--- src/rtl/adder_pkg.sv ---
// Shared types and sizing helpers for the chunked multi-cycle adder.
package adder_pkg;

    typedef enum logic [1:0] {
        IDLE = 2'd0,
        RUN  = 2'd1,
        DONE = 2'd2
    } state_t;

    // Width of the chunk index register; never narrower than one bit.
    function automatic int unsigned idx_width(input int unsigned nchunk);
        return (nchunk > 1) ? $clog2(nchunk) : 1;
    endfunction

endpackage

--- src/rtl/adder_chunk.sv ---
// CHUNK-bit combinational ripple slice: s/co = x + y + ci.
module adder_chunk #(
    parameter int unsigned CHUNK = 4
) (
    input  logic [CHUNK-1:0] x,
    input  logic [CHUNK-1:0] y,
    input  logic             ci,
    output logic [CHUNK-1:0] s,
    output logic             co
);

    assign {co, s} = (CHUNK+1)'(x) + (CHUNK+1)'(y) + (CHUNK+1)'(ci);

endmodule

--- src/rtl/chunked_adder.sv ---
// Multi-cycle WIDTH-bit adder, CHUNK bits per clock, valid/ready on both sides.
// Define CHUNKED_ADDER_SATURATE_EN to clamp q to all ones on unsigned carry-out.
module chunked_adder
    import adder_pkg::*;
#(
    parameter int unsigned WIDTH = 16,
    parameter int unsigned CHUNK = 4
) (
    input  logic             clk,
    input  logic             rst,
    input  logic             in_valid,
    output logic             in_ready,
    input  logic [WIDTH-1:0] a,
    input  logic [WIDTH-1:0] b,
    input  logic             cin,
    output logic             out_valid,
    input  logic             out_ready,
    output logic [WIDTH-1:0] q,
    output logic             cout,
    output logic             overflow
);

    localparam int unsigned NCHUNK = WIDTH / CHUNK;
    localparam int unsigned IW     = idx_width(NCHUNK);
    localparam logic [IW-1:0] LAST = IW'(NCHUNK - 1);

    if (CHUNK == 0 || NCHUNK == 0 || (WIDTH % CHUNK) != 0) begin : g_bad_params
        $error("chunked_adder: WIDTH must be a non-zero multiple of CHUNK");
    end

    state_t state, state_next;

    logic [NCHUNK-1:0][CHUNK-1:0] a_r, b_r, q_r;
    logic [IW-1:0]                idx;
    logic                         carry;
    logic [CHUNK-1:0]             s;
    logic                         co;
    logic                         last;
    logic                         msb_a, msb_b;

    assign last  = (idx == LAST);
    assign msb_a = a_r[NCHUNK-1][CHUNK-1];
    assign msb_b = b_r[NCHUNK-1][CHUNK-1];

    // Single shared slice adder, fed by the chunk selected by idx.
    adder_chunk #(.CHUNK(CHUNK)) u_chunk (
        .x  (a_r[idx]),
        .y  (b_r[idx]),
        .ci (carry),
        .s  (s),
        .co (co)
    );

    always_ff @(posedge clk or posedge rst) begin
        if (rst) state <= IDLE;
        else     state <= state_next;
    end

    always_comb begin
        state_next = state;
        case (state)
            IDLE:    if (in_valid) state_next = RUN;
            RUN:     if (last) state_next = DONE;
            DONE:    if (out_ready) state_next = IDLE;
            default: state_next = IDLE;
        endcase
    end

    assign in_ready = (state == IDLE);
    assign q        = q_r;

    // Operand capture, per-chunk sum write-back and result flags.
    always_ff @(posedge clk or posedge rst) begin
        if (rst) begin
            a_r       <= '0;
            b_r       <= '0;
            q_r       <= '0;
            idx       <= '0;
            carry     <= 1'b0;
            cout      <= 1'b0;
            overflow  <= 1'b0;
            out_valid <= 1'b0;
        end else begin
            case (state)
                IDLE: begin
                    if (in_valid) begin
                        a_r   <= a;
                        b_r   <= b;
                        carry <= cin;
                        idx   <= '0;
                    end
                end
                RUN: begin
                    q_r[idx] <= s;
                    carry    <= co;
                    idx      <= last ? '0 : idx + IW'(1);
                    if (last) begin
                        cout      <= co;
                        overflow  <= (msb_a == msb_b) && (s[CHUNK-1] != msb_a);
                        out_valid <= 1'b1;
`ifdef CHUNKED_ADDER_SATURATE_EN
                        if (co) q_r <= '1;
`endif
                    end
                end
                DONE: begin
                    if (out_ready) out_valid <= 1'b0;
                end
                default: ;
            endcase
        end
    end

endmodule

--- config.mk ---
export PLATFORM = sky130hd
export DESIGN_NAME = chunked_adder
export DESIGN_NICKNAME = d
export VERILOG_FILES = /design/src/rtl/adder_pkg.sv /design/src/rtl/adder_chunk.sv /design/src/rtl/chunked_adder.sv
export SDC_FILE = /design/constraint.sdc
export NUM_CORES = 1
export LEC_CHECK = 0
export CORE_MARGIN = 1
export CORE_UTILIZATION = 50
export DETAILED_ROUTE_END_ITERATION = 16
export PLACE_DENSITY_LB_ADDON = 0.25
export SLEW_MARGIN = 20
export SYNTH_ARGS = -nofsm -noshare
export SYNTH_HDL_FRONTEND = slang
export SYNTH_SLANG_ARGS = --single-unit
--- constraint.sdc ---
create_clock -name clk -period 3.1 [get_ports clk]
set_input_delay 0.62 -clock clk [delete_from_list [all_inputs] [get_ports clk]]
set_output_delay 0.62 -clock clk [all_outputs]
set_load 0.1 [all_outputs]
### Congestion heat map

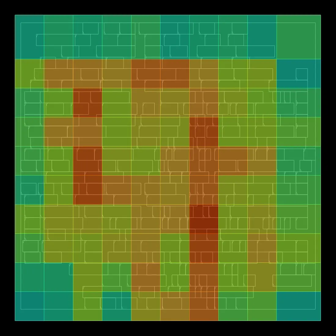
detail-routed net length per standard cell: 15.2 microns
GR met3 Demand/Resource: 0.0542
global-route usage over all layers: 0.204
Layout Utilization: 0.668
met1 track demand over resource in global routing: 0.273

### Signal wires on met2

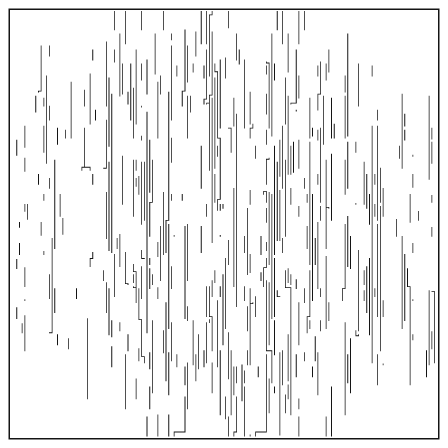
The longest straight run is 40.1 microns. The wires run mostly vertical.

### Cell area per tile

Scale bar: 20 microns. The die is cut into 7 by 7 equal tiles; dark blue is low, red is high, 0 to 100% covered.
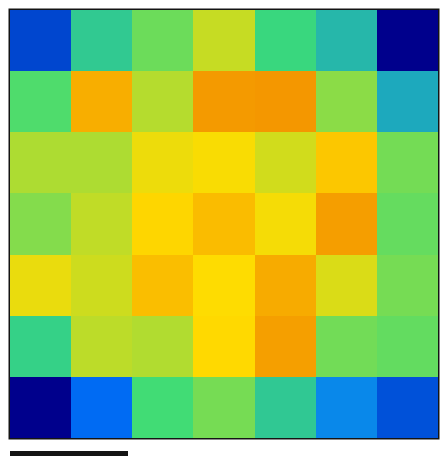
The mean over all tiles is 59%. 22% of the tiles are over 75% full. The fullest tile reaches 83%. 4.1% of the tiles are nearly empty.

==> impl_metrics.tcl <==
# metrics dict for downstream scripts
set metrics [dict create \
    taps 67 \
    busiest_layer "met2" \
    timing.critical_path.buf_inv 0 \
    worst_setup_path_endpoint "cout" \
    top_signal_layer_used "met4" \
    comb_area_share 0.325 \
    maxCapViolCount 0 \
    cp_class "reg2reg" \
    synth_cell_type_count 28 \
    critical_path.cell_chain "mux4_2, fa_1, fa_1, a21oi_1, nor2_1, nor2_1, o21ai_0" \
    status "complete, no violations" \
    largest_class "registers" \
    place_area_sq_um 3090 \
    net_count_after_synthesis 225 \
    tritoncts "built" \
    synth_compound_gate_area_share 0.0497 \
    cts-buffers-inserted 5 \
    route.detailed.vias_per_inst 5.19 \
    layout.buffer.nonclock.area_share 0.173 \
    met3_wirelength_microns 184 \
    grt_pass1_wl_mm 8.02 \
    detailed_place_hpwl_mm 3.50 \
    grt_start_max_net_pins 37 \
    hold_viol_final 0 \
    regToRegEndpoint "cout" \
    final.fill_count 397 \
]
==> flip-flops by register name, summed over array words and instances (netlist names) <==
signal,cells
overflow,1
carry,1
b_r,16
state,2
a_r,16
out_valid,1
q,16
cout,1
idx,2
==> cell usage after synthesis <==
| library cell | n |
|---|---|
| sky130_fd_sc_hd__dfrtp_1 | 56 |
| sky130_fd_sc_hd__mux2_2 | 40 |
| sky130_fd_sc_hd__nand2_1 | 17 |
| sky130_fd_sc_hd__o21ai_0 | 12 |
| sky130_fd_sc_hd__mux4_2 | 8 |
| sky130_fd_sc_hd__ha_1 | 7 |
| sky130_fd_sc_hd__nor2_1 | 6 |
| sky130_fd_sc_hd__inv_1 | 5 |
| sky130_fd_sc_hd__a21oi_1 | 4 |
| sky130_fd_sc_hd__buf_4 | 3 |
| sky130_fd_sc_hd__buf_2 | 2 |
| sky130_fd_sc_hd__fa_1 | 2 |
| sky130_fd_sc_hd__o31ai_1 | 2 |
| sky130_fd_sc_hd__a22oi_1 | 1 |
| sky130_fd_sc_hd__a31oi_1 | 1 |
| sky130_fd_sc_hd__and2_1 | 1 |
| sky130_fd_sc_hd__and3_1 | 1 |
| sky130_fd_sc_hd__clkbuf_1 | 1 |
| sky130_fd_sc_hd__clkbuf_2 | 1 |
| sky130_fd_sc_hd__nand2b_1 | 1 |
| sky130_fd_sc_hd__nand3_1 | 1 |
| sky130_fd_sc_hd__nor2b_1 | 1 |
| sky130_fd_sc_hd__nor3b_1 | 1 |
| sky130_fd_sc_hd__o211ai_1 | 1 |
| sky130_fd_sc_hd__o21bai_1 | 1 |
| sky130_fd_sc_hd__or2_2 | 1 |
| sky130_fd_sc_hd__or4_1 | 1 |
| sky130_fd_sc_hd__xnor2_1 | 1 |
